==> config.mk <==
export PLATFORM = sky130hd
export DESIGN_NAME = count_sequencer
export DESIGN_NICKNAME = d
export VERILOG_FILES = /design/src/rtl/count_sequencer.sv
export SDC_FILE = /design/constraint.sdc
export NUM_CORES = 1
export LEC_CHECK = 0
export CAP_MARGIN = 20
export CORE_MARGIN = 2
export CORE_UTILIZATION = 47
export DETAILED_ROUTE_END_ITERATION = 8
export DONT_BUFFER_PORTS = 1
export PLACE_DENSITY = 0.69
export SLEW_MARGIN = 20
export SYNTH_ARGS = -nofsm -noshare
export SYNTH_HDL_FRONTEND = slang
export SYNTH_SLANG_ARGS = --single-unit
==> constraint.sdc <==
create_clock -name clk -period 3.76 [get_ports clk]
set_input_delay 0.564 -clock clk [delete_from_list [all_inputs] [get_ports clk]]
set_output_delay 0.564 -clock clk [all_outputs]
set_load 0.02 [all_outputs]
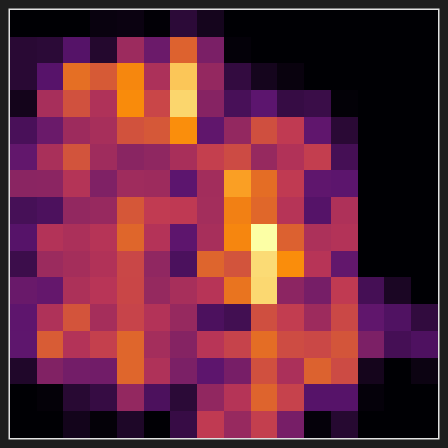
**Above:** run 1 (wire density map).
The die is cut into 16 by 16 equal tiles; black is low, pale yellow is high, scaled to the fullest tile. Values are wire area over tile area, all layers added.
emptiest ninth of the die: upper right
densest ninth of the die: centre
tiles over half the peak: 23%
mean over tiles: 0.15
fullest tile: 0.49
all-layer global routing usage: 20.81%
total number of vias: 2329
Avg WL per Cell: 15.57 µm
DRT Wirelength: 6337 µm

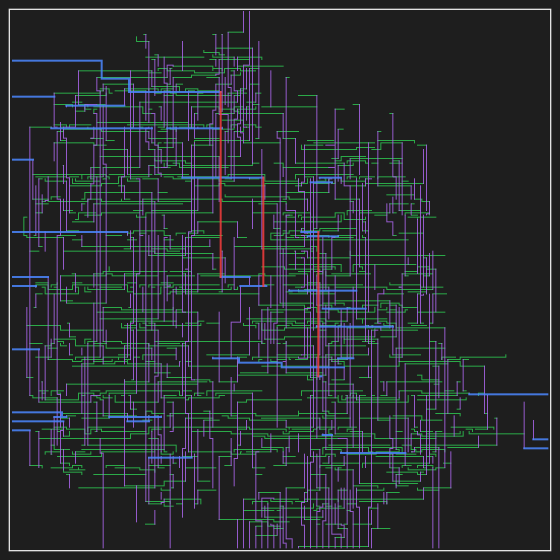
**Above:** run 1 (wiring by layer).
legend:
  M4:
    colour: red
    wire_length: 66.0 µm
  M2:
    colour: purple
    wire_length: 3000 µm
  M3:
    colour: blue
    wire_length: 259 µm
  M1:
    colour: green
    wire_length: 3020 µm

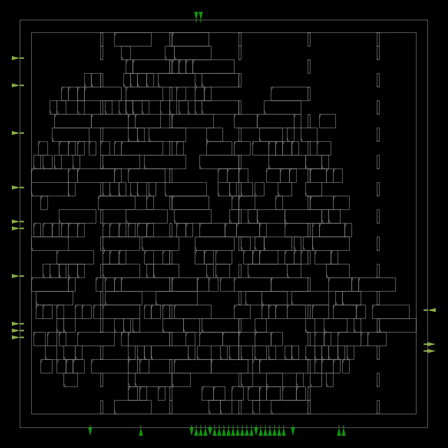
**Above:** run 1 (cell placement).
core area: 5851 µm²
final core occ: 50.56%
num rows: 28
Tapcell Cnt: 75
fraction of area in registers: 35.87%

==> run_results.csv, run 1 <==
group,metric,value,unit
sta,finalCritPeriodShare,71.82,%
cts,cts.sinks,53,
sta,clock_skew,0.009507,ns
worst_setup_path,critPathMaxStageDelay,0.65,ns
power,powerClk,0.349,mW
sta,rsz0062_at_grt,"false",
global_route,grt_util_met3,3.667,%
power,power_frac_clock,30.8,%
sta,final.setup.worst_slack,1.060,ns
power,internal_power,0.8169,mW
sta,setup_viol,0,
synth,yosys_warnings,0,
synth,top_area_share,37.69,%
routing,antenna_left,0,
synth,synthDistinctLibCells,51,
synth,numSynthFlops,53,
layout,mi_logic_area,1647,µm²
sta,setup_tns,0,ns
power,seq_power,0.610,mW
job,log.warning_count,30,
cts,root_buffer,"clkbuf_8",
run_status,status,"completed",
placement,dp.cells,399,
floorplanning,die_h,81.40,µm
global_route,busiest_layer,"met2",
power,powerComb,0.176,mW
layout,dominant_cells,"combinational gates",
sta,timing.fmax,370.3,MHz
layout,comb_area_share,55.67,%
synth,fa_ha_area_share,3.111,%
power,p_switching,0.3183,mW
layout,final-seq-area,1061,µm²
worst_setup_path,crit_family,"AND-OR/OR-AND gates",
worst_setup_path,required,3.99,ns
layout,clock_cell_area_share,3.384,%
routing,drc,0,
global_route,grt_max_degree,52,
layout,n_all_buffers,2,
layout,finalNonFillerCells,407,
floorplanning,io_pins,41,
power,cellLeakagePower,0.9901,nW
power,ir_drop,0.2368,mV
sta,slew_violations,0,
synth,synthCells,337,
cts,clkTransAtPathRegs,0.10,ns
synth,ys_async_sr_fraction,0,%
synth,yosys_cells,337,
sta,hold_violations,0,
synth,synthTopCellsByCount,"nand2_1, dfxtp_1, a21oi_1",
worst_setup_path,startpoint_type,"flop",
cts,clk_latency,0.31,ns
sta,relSlewSlack,39.59,%
cts,h-tree-depth,2,
routing,route.met3.wl,258,µm
global_route,grt_pass1_wl,10750,µm
synth,largest_area_cell,"dfxtp_1",
cts,postCtsSetupRepairBufs,0,
worst_setup_path,r2r_setup_slack,1.06,ns
floorplanning,die-width,81.40,µm
power,power_density,383.8,nW/µm²
sta,period_needed,2.700,ns
worst_setup_path,cp.buffers_inverters,1,
global_route,grt_util_met2,33.11,%
power,switching_share,28.04,%
cts,cts_tree,"done",
layout,logic_gate_count,258,
cts,cts_hold_buf,0,
worst_setup_path,worstPathMaxFanout,11,
layout,diodes,0,
floorplanning,initial_core_util,48.12,%
layout,flop-count,53,
routing,met2_length,2997,µm
power,power_frac_seq,53.8,%
cts,cts_resized,0,
synth,synthAoiAreaFrac,18.71,%
routing,first_pass_iters,4,
synth,synthSimpleGateAreaFrac,26.00,%
layout,stdcell_area,2958,µm²
layout,final_cell_mix,"nand2_1, dfxtp_1, a21oi_1",
global_route,use_met1,28.84,%
placement,place_congestion,0.8473,
routing,viasPerCell,5.722,
placement,pre_cts_slack,1.102,ns
synth,fp_nets,378,
**Run 1: cells coloured by class**

The bar under the picture is 20 µm long. Fill, decap, tap and diode cells in grey.
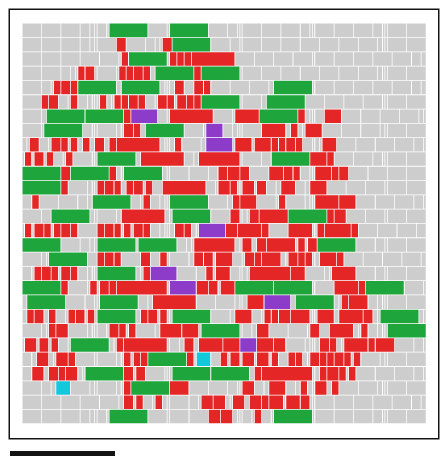

## Run 2: what changed since run 1
--- a/config.mk
+++ b/config.mk
@@ -10,7 +10,7 @@
 export CORE_UTILIZATION = 47
 export DETAILED_ROUTE_END_ITERATION = 8
 export DONT_BUFFER_PORTS = 1
-export PLACE_DENSITY = 0.69
+export PLACE_DENSITY = 0.71
 export SLEW_MARGIN = 20
 export SYNTH_ARGS = -nofsm -noshare
 export SYNTH_HDL_FRONTEND = slang
==> constraint.sdc (replaced) <==
create_clock -name clk -period 2.26 [get_ports clk]
set_input_delay 0.339 -clock clk [delete_from_list [all_inputs] [get_ports clk]]
set_output_delay 0.339 -clock clk [all_outputs]
set_load 0.02 [all_outputs]
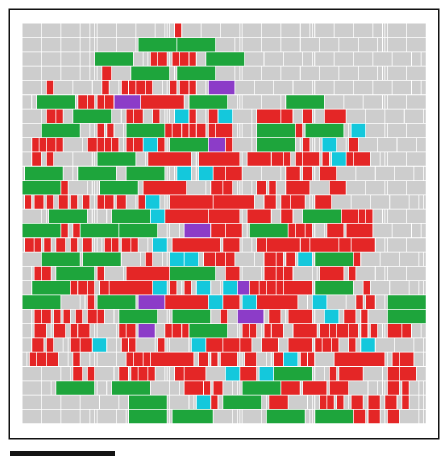
**Above:** run 2 (cells coloured by class).
The bar under the picture is 20 µm long. Fill, decap, tap and diode cells in grey.
legend:
  registers:
    colour: green
    cells: 53
    share_of_their_area: 34%
  remaining buffers and delay cells:
    colour: cyan
    cells: 28
    share_of_their_area: 6.8%
  clock drivers and dummy loads:
    colour: purple
    cells: 8
    share_of_their_area: 3.0%
  remaining logic cells:
    colour: red
    cells: 269
    share_of_their_area: 56%
design area: 3197 µm²
final core occ: 54.64%
fraction of area in registers: 33.35%

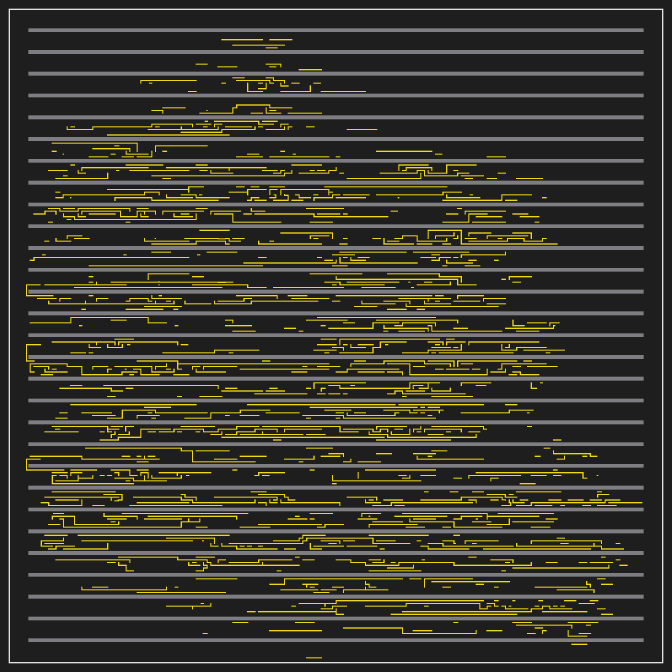
**Above:** run 2 (met1 routing).
Supply wires on this layer in grey.
share of all routed wire: 46%
longest straight run: 21.6 µm
total number of vias: 2461
DRT Wirelength: 6886 µm
GR Util met1: 29.33%

==> run 2 against run 1 <==
  * The flow now finishes with violations (negative setup slack)
  * Critical path depth unchanged
  * Clock power up 64%
  * Final area increased by 8.1%
==> run_results.csv, run 2 <==
group,metric,value,unit
floorplanning,die_h,81.40,µm
worst_setup_path,crit_path_top_delay_cell,"dfxtp_4",
sta,clock_skew,0.008481,ns
worst_setup_path,worst_ep_arrival_time,2.53,ns
cts,cts.sinks,53,
routing,drc,0,
routing,first_pass_iters,5,
sta,period_needed,2.284,ns
sta,slew_violations,0,
synth,top_area_share,37.69,%
floorplanning,die-width,81.40,µm
layout,mi_logic_area,1693,µm²
cts,cts_hold_buf,0,
power,design_power_total,1.923,mW
worst_setup_path,worstPathMaxFanout,9,
placement,dp.cells,418,
worst_setup_path,required,2.50,ns
synth,fa_ha_area_share,3.111,%
placement,place_congestion,0.8824,
run_status,failed_checks,"negative setup slack",
synth,numSynthFlops,53,
power,powerComb,0.343,mW
sta,final.setup.worst_slack,-0.02450,ns
run_status,status,"finished with violations",
cts,clk_latency,0.32,ns
sta,finalCritPeriodShare,101.1,%
synth,synthDistinctLibCells,51,
global_route,grt_max_degree,52,
power,powerClk,0.571,mW
sta,worstMarginPinSlew,0.6099,ns
power,power_density,601.7,nW/µm²
placement,pre_cts_slack,-0.1166,ns
power,power_frac_clock,29.7,%
synth,yosys_cells,337,
floorplanning,initial_core_util,48.12,%
worst_setup_path,startpoint_type,"flop",
floorplanning,n_tap_cell,75,
synth,synthCells,337,
layout,n_all_buffers,28,
sta,setup_viol,6,
power,switching_share,29.18,%
routing,route.detailed.wl_per_inst,15.90,µm
synth,ys_async_sr_fraction,0,%
power,internal_power,1.362,mW
layout,diodes,0,
global_route,grt_pass1_vias,2353,
cts,postCtsSetupRepairBufs,7,
sta,timing.fmax,437.7,MHz
routing,met2_length,3278,µm
cts,cts_tree,"done",
layout,dominant_cells,"combinational gates",
synth,fp_nets,378,
power,p_switching,0.5612,mW
job,log.warning_count,32,
worst_setup_path,r2r_setup_slack,-0.02,ns
routing,route.met3.wl,320,µm
cts,cts_resized,5,
cts,h-tree-depth,2,
layout,final-seq-area,1066,µm²
sta,setup_tns,-0.07776,ns
synth,synthAoiAreaFrac,18.71,%
sta,rsz0062_at_grt,"true",
layout,logic_gate_count,258,
layout,comb_area_share,52.95,%
power,power_frac_seq,52.5,%
global_route,busiest_layer,"met2",
global_route,grt_util_met3,4.000,%
worst_setup_path,crit_family,"AND-OR/OR-AND gates",
layout,clock_cell_area_share,2.896,%
global_route,grt_util_all_layers,22.23,%
synth,largest_area_cell,"dfxtp_1",
floorplanning,rows,28,
power,ir_drop,0.4079,mV
layout,flop-count,53,
cts,clkTransAtPathRegs,0.10,ns
floorplanning,core-area,5851,µm²
cts,root_buffer,"clkbuf_8",
global_route,grt_util_met2,36.80,%
power,combPwrFrac,17.8,%
power,seq_power,1.01,mW
synth,synth-edff-count,0,
layout,final_cell_mix,"nand2_1, dfxtp_1, a21oi_1",
synth,logic_family,"simple AND/OR/NAND/NOR gates",
floorplanning,io_pins,41,
sta,relSlewSlack,59.19,%
sta,hold_violations,0,
synth,synthTopCellsByCount,"nand2_1, dfxtp_1, a21oi_1",
worst_setup_path,cp.buffers_inverters,0,
routing,viasPerCell,5.684,
Power is estimated from default activity; no workload was simulated.
